### config.mk
export PLATFORM = sky130hd
export DESIGN_NAME = stand_mode_exit_gesture
export DESIGN_NICKNAME = d
export VERILOG_FILES = /design/src/rtl/stand_mode_exit_gesture.sv
export SDC_FILE = /design/constraint.sdc
export NUM_CORES = 1
export LEC_CHECK = 0
export CORE_MARGIN = 4
export CORE_UTILIZATION = 25
export DETAILED_ROUTE_END_ITERATION = 16
export GPL_ROUTABILITY_DRIVEN = 0
export GPL_TIMING_DRIVEN = 0
export PLACE_DENSITY = 0.46
export SLEW_MARGIN = 10
export SYNTH_ARGS = -nofsm -noshare
export SYNTH_HDL_FRONTEND = slang
export SYNTH_SLANG_ARGS = --single-unit
### constraint.sdc
create_clock -name clk -period 1.9 [get_ports clk]
set_clock_uncertainty 0.1 [all_clocks]
set_input_delay 0.475 -clock clk [delete_from_list [all_inputs] [get_ports clk]]
set_output_delay 0.475 -clock clk [all_outputs]
set_load 0.1 [all_outputs]
### src/rtl/stand_mode_exit_gesture.sv
// Purpose: detect a reverse swipe (sensor B then sensor A) in standby and request exit to OFF.
// Latency: rise of A sampled at edge n drives stand_exit_toggle high for cycle n+1 only.
// Backpressure: none; HOLD suppresses repeat requests until both sensors are low or mode leaves standby.
module stand_mode_exit_gesture #(
    parameter int                MODE_W      = 3,
    parameter int                TIME_W      = 8,
    parameter logic [MODE_W-1:0] STAND_CODE  = MODE_W'(1),
    parameter int                TICK_CYCLES = 1
) (
    input  logic              clk,
    input  logic              rst,
    input  logic              first_toggle_signal,
    input  logic              second_toggle_signal,
    input  logic [MODE_W-1:0] current_mode,
    input  logic [TIME_W-1:0] counter_time,
    output logic              stand_exit_toggle,
    output logic              gesture_armed,
    output logic [TIME_W-1:0] window_remaining
);

    localparam int PSC_W = (TICK_CYCLES > 1) ? $clog2(TICK_CYCLES) : 1;
    localparam logic [PSC_W-1:0] PSC_LAST = PSC_W'(TICK_CYCLES - 1);

    typedef enum logic [1:0] {
        IDLE  = 2'd0,
        ARMED = 2'd1,
        HOLD  = 2'd2
    } state_t;

    state_t            state, state_nxt;
    logic              a_d, b_d;
    logic [PSC_W-1:0]  prescaler, prescaler_nxt;
    logic [TIME_W-1:0] window_nxt;
    logic              toggle_nxt;

    logic rise_a, rise_b, in_stand, tick;

    assign rise_a   = first_toggle_signal & ~a_d;
    assign rise_b   = second_toggle_signal & ~b_d;
    assign in_stand = (current_mode == STAND_CODE);
    assign tick     = (prescaler == PSC_LAST);

    // ARMED is the only state that exposes the armed flag; it is a decode of the state register
    assign gesture_armed = (state == ARMED);

    // State, edge history, window counter and pulse register
    always_ff @(posedge clk) begin
        if (rst) begin
            state             <= IDLE;
            a_d               <= 1'b1;  // held-high inputs through reset must not look like edges
            b_d               <= 1'b1;
            prescaler         <= '0;
            window_remaining  <= '0;
            stand_exit_toggle <= 1'b0;
        end else begin
            state             <= state_nxt;
            a_d               <= first_toggle_signal;
            b_d               <= second_toggle_signal;
            prescaler         <= prescaler_nxt;
            window_remaining  <= window_nxt;
            stand_exit_toggle <= toggle_nxt;
        end
    end

    // Next-state and next-output decode
    always_comb begin
        state_nxt     = state;
        window_nxt    = window_remaining;
        prescaler_nxt = '0;
        toggle_nxt    = 1'b0;
        case (state)
            IDLE: begin
                window_nxt = '0;
                // simultaneous A/B edges give no direction, so they never arm
                if (in_stand && rise_b && !rise_a && (counter_time != '0)) begin
                    state_nxt  = ARMED;
                    window_nxt = counter_time;
                end
            end
            ARMED: begin
                if (!in_stand) begin
                    state_nxt  = IDLE;
                    window_nxt = '0;
                end else if (rise_a) begin
                    // A wins over the decrement, so an edge on the final tick still counts
                    state_nxt  = HOLD;
                    window_nxt = '0;
                    toggle_nxt = 1'b1;
                end else if (tick) begin
                    if (window_remaining <= TIME_W'(1)) begin
                        window_nxt = '0;
                        state_nxt  = IDLE;
                    end else begin
                        window_nxt = window_remaining - TIME_W'(1);
                    end
                end else begin
                    prescaler_nxt = prescaler + PSC_W'(1);
                end
            end
            HOLD: begin
                window_nxt = '0;
                if (!in_stand || (!first_toggle_signal && !second_toggle_signal)) begin
                    state_nxt = IDLE;
                end
            end
            default: begin
                state_nxt  = IDLE;
                window_nxt = '0;
            end
        endcase
    end

endmodule
==> results.txt <==
Status of the implementation.

- Before any placement, the netlist area is recorded as 856 µm².
- The routed design has 2.66 mm of wire.
- The critical path's slowest stage uses the library cell sky130_fd_sc_hd__clkdlybuf4s50_1.
- The data required time of the critical path is 1.99 ns, for reference.
- For this run, the leading register cell type out of synthesis is sky130_fd_sc_hd__dfxtp_1.
- The smallest setup slack after layout is 0.0391 ns, for reference.
- The sequential cells in the finished layout cover a total of 295 µm².
- The number of buffers added by the clock tree synthesis step is 3, for reference.
- The sequential area share after synthesis is 32.7%, for reference.
- The power report lists cell-internal power as 449 µW.
- The flow reported a cell area power density of about 470 nW/µm².
- The largest part of the power goes to registers.
- The combinational power is 74.1 µW, for reference.
- Tracing the worst setup path back leads to its startpoint at first_toggle_signal.
- The registers reported with the highest flop counts are window_remaining (8), state (2).
- Based on the critical path, the design can be clocked at up to 537 MHz.
- The leakage component of the power was reported as 0.460 nW.
- Global routing used a little over a fifth of the available met2 tracks.
- The combinational cell fraction of total power is 12.5%, for reference.
- Per STA, the worst path accumulates the most delay in the family simple AND/OR/NAND/NOR gates.
- The cell sitting at the root of the clock tree is a sky130_fd_sc_hd__clkbuf_4.
- The worst IR drop on VDD is 172 µV, for reference.
- The number of standard cells after synthesis is 101, for reference.
- Routed signal wires occupy layers up through met4.
- The number of pins exceeding their max-slew limit in the final report is 0, for reference.
- The number of cells on the critical path is 5, for reference.
- The total area inside the core boundary comes to roughly 3200 µm².
- After detailed routing, the wire length on met1 is around 1.2 mm.
- The min-delay analysis places its worst path in the category flip-flop to flip-flop.
- Along the worst hold path, the cell count comes to 2.
- The relative area of clock buffers and inverters in the final design is under 10%, for reference.
- The flow ran to the end, and the final reports show no timing, DRC or antenna violations.
- The total of hold buffers inserted after clock tree synthesis is 0, for reference.
- Per the post-run analysis, buffers plus inverters along the critical path come to 1.
- The main area contributors are sky130_fd_sc_hd__dfxtp_1 (33%), sky130_fd_sc_hd__nor3_4 (3.8%), sky130_fd_sc_hd__inv_1 (3.1%), sky130_fd_sc_hd__a32oi_1 (3.1%), sky130_fd_sc_hd__a21oi_1 (2.9%).
- The post-route non-filler standard cell count is 179, for reference.
- 0 antenna diodes ended up in the layout.
- The number of inverters outside the clock class in the layout is 8, for reference.
- The worst register-to-register path depth is 7.
- The maximum level of the CTS H-tree is 1, for reference.
- The number of antenna violations at the first check in global routing is 0.
- The share of final-layout standard cells stronger than drive strength 1 is 30.4%, for reference.
- The length of routed met2 wiring is 1.22 mm, for reference.
- The reg-to-reg critical path endpoint is state[1], for reference.
- Clock latency on the worst-skew pair, taken at its later pin, is 0.28 ns.
- The full die area is about 4400 µm², for reference.
- The met3 wire length is around 170 µm, for reference.
- The share of the clock period used by the worst path is 97.9%, for reference.
- The final hold violation count recorded for this run is 0.
- The startpoint of the worst register-to-register path is window_remaining[0], for reference.
- The post-DP HPWL is 1.92 mm, for reference.
- The first global-routing pass estimated 4.44 mm of wire.
- In the synthesized netlist, the cells that appear most often are sky130_fd_sc_hd__dfxtp_1 (14), sky130_fd_sc_hd__inv_1 (7), sky130_fd_sc_hd__nand2_1 (6), sky130_fd_sc_hd__nor2_1 (6), sky130_fd_sc_hd__a21oi_1 (5).
- The TritonCTS sink count is 14, for reference.
- After detailed placement, the total cell area comes to 1170 µm².
- The number of non-clock buffers is 31, for reference.
- The most frequent standard cell in the layout excluding fill and tap cells is sky130_fd_sc_hd__clkdlybuf4s50_1, for reference.
- The proportion of power drawn by the clock network is 37.3%, for reference.
- Counting every net in the synthesized netlist gives 118.
- The number of global-route vias before repair is between 900 and 1000, for reference.
- At the pin with the least slew margin, the transition time is roughly 0.55 ns.
- The iteration tally of the first detailed-router pass is 4, for reference.
- Summed over all instances, the cell type with the most area after synthesis is sky130_fd_sc_hd__dfxtp_1.
- Once placement completed, the tool counted placed cells totaling about 170.
- The reported sequential group power is roughly 300 µW, for reference.
- The DRC violations left is 0, for reference.
- The footprint of the multi-input gates is 549 µm², for reference.
- The longest individual stage delay on the worst path is 0.45 ns, for reference.
- The flip-flop count of the largest register after layout is 8, for reference.
- The initialized floorplan defines 20 standard-cell rows.
Figure 1. M2 wires.
The bar under the picture is 20 µm long. Cells faint in the background.
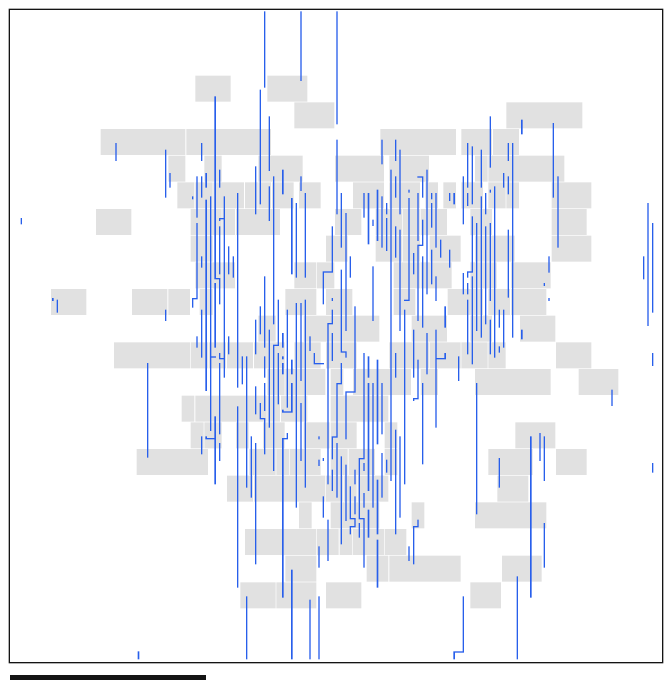
The layer carries 1220 µm of wire. The layer holds 46% of the routed length.

Figure 2. Congestion heat map.
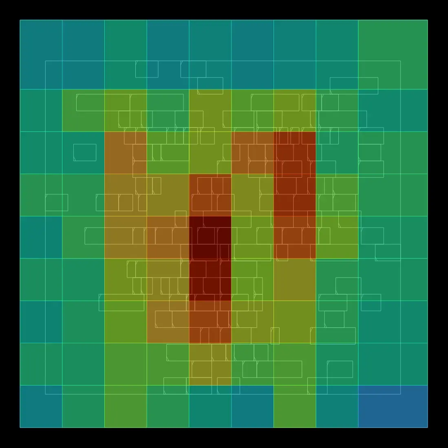
routing layer with the top usage in global route: met2
fraction of met3 tracks used by global routing: 2.53%
post-layout util: 40.1%
grt met1 use: 17.0%

Power is estimated from default activity; no workload was simulated.
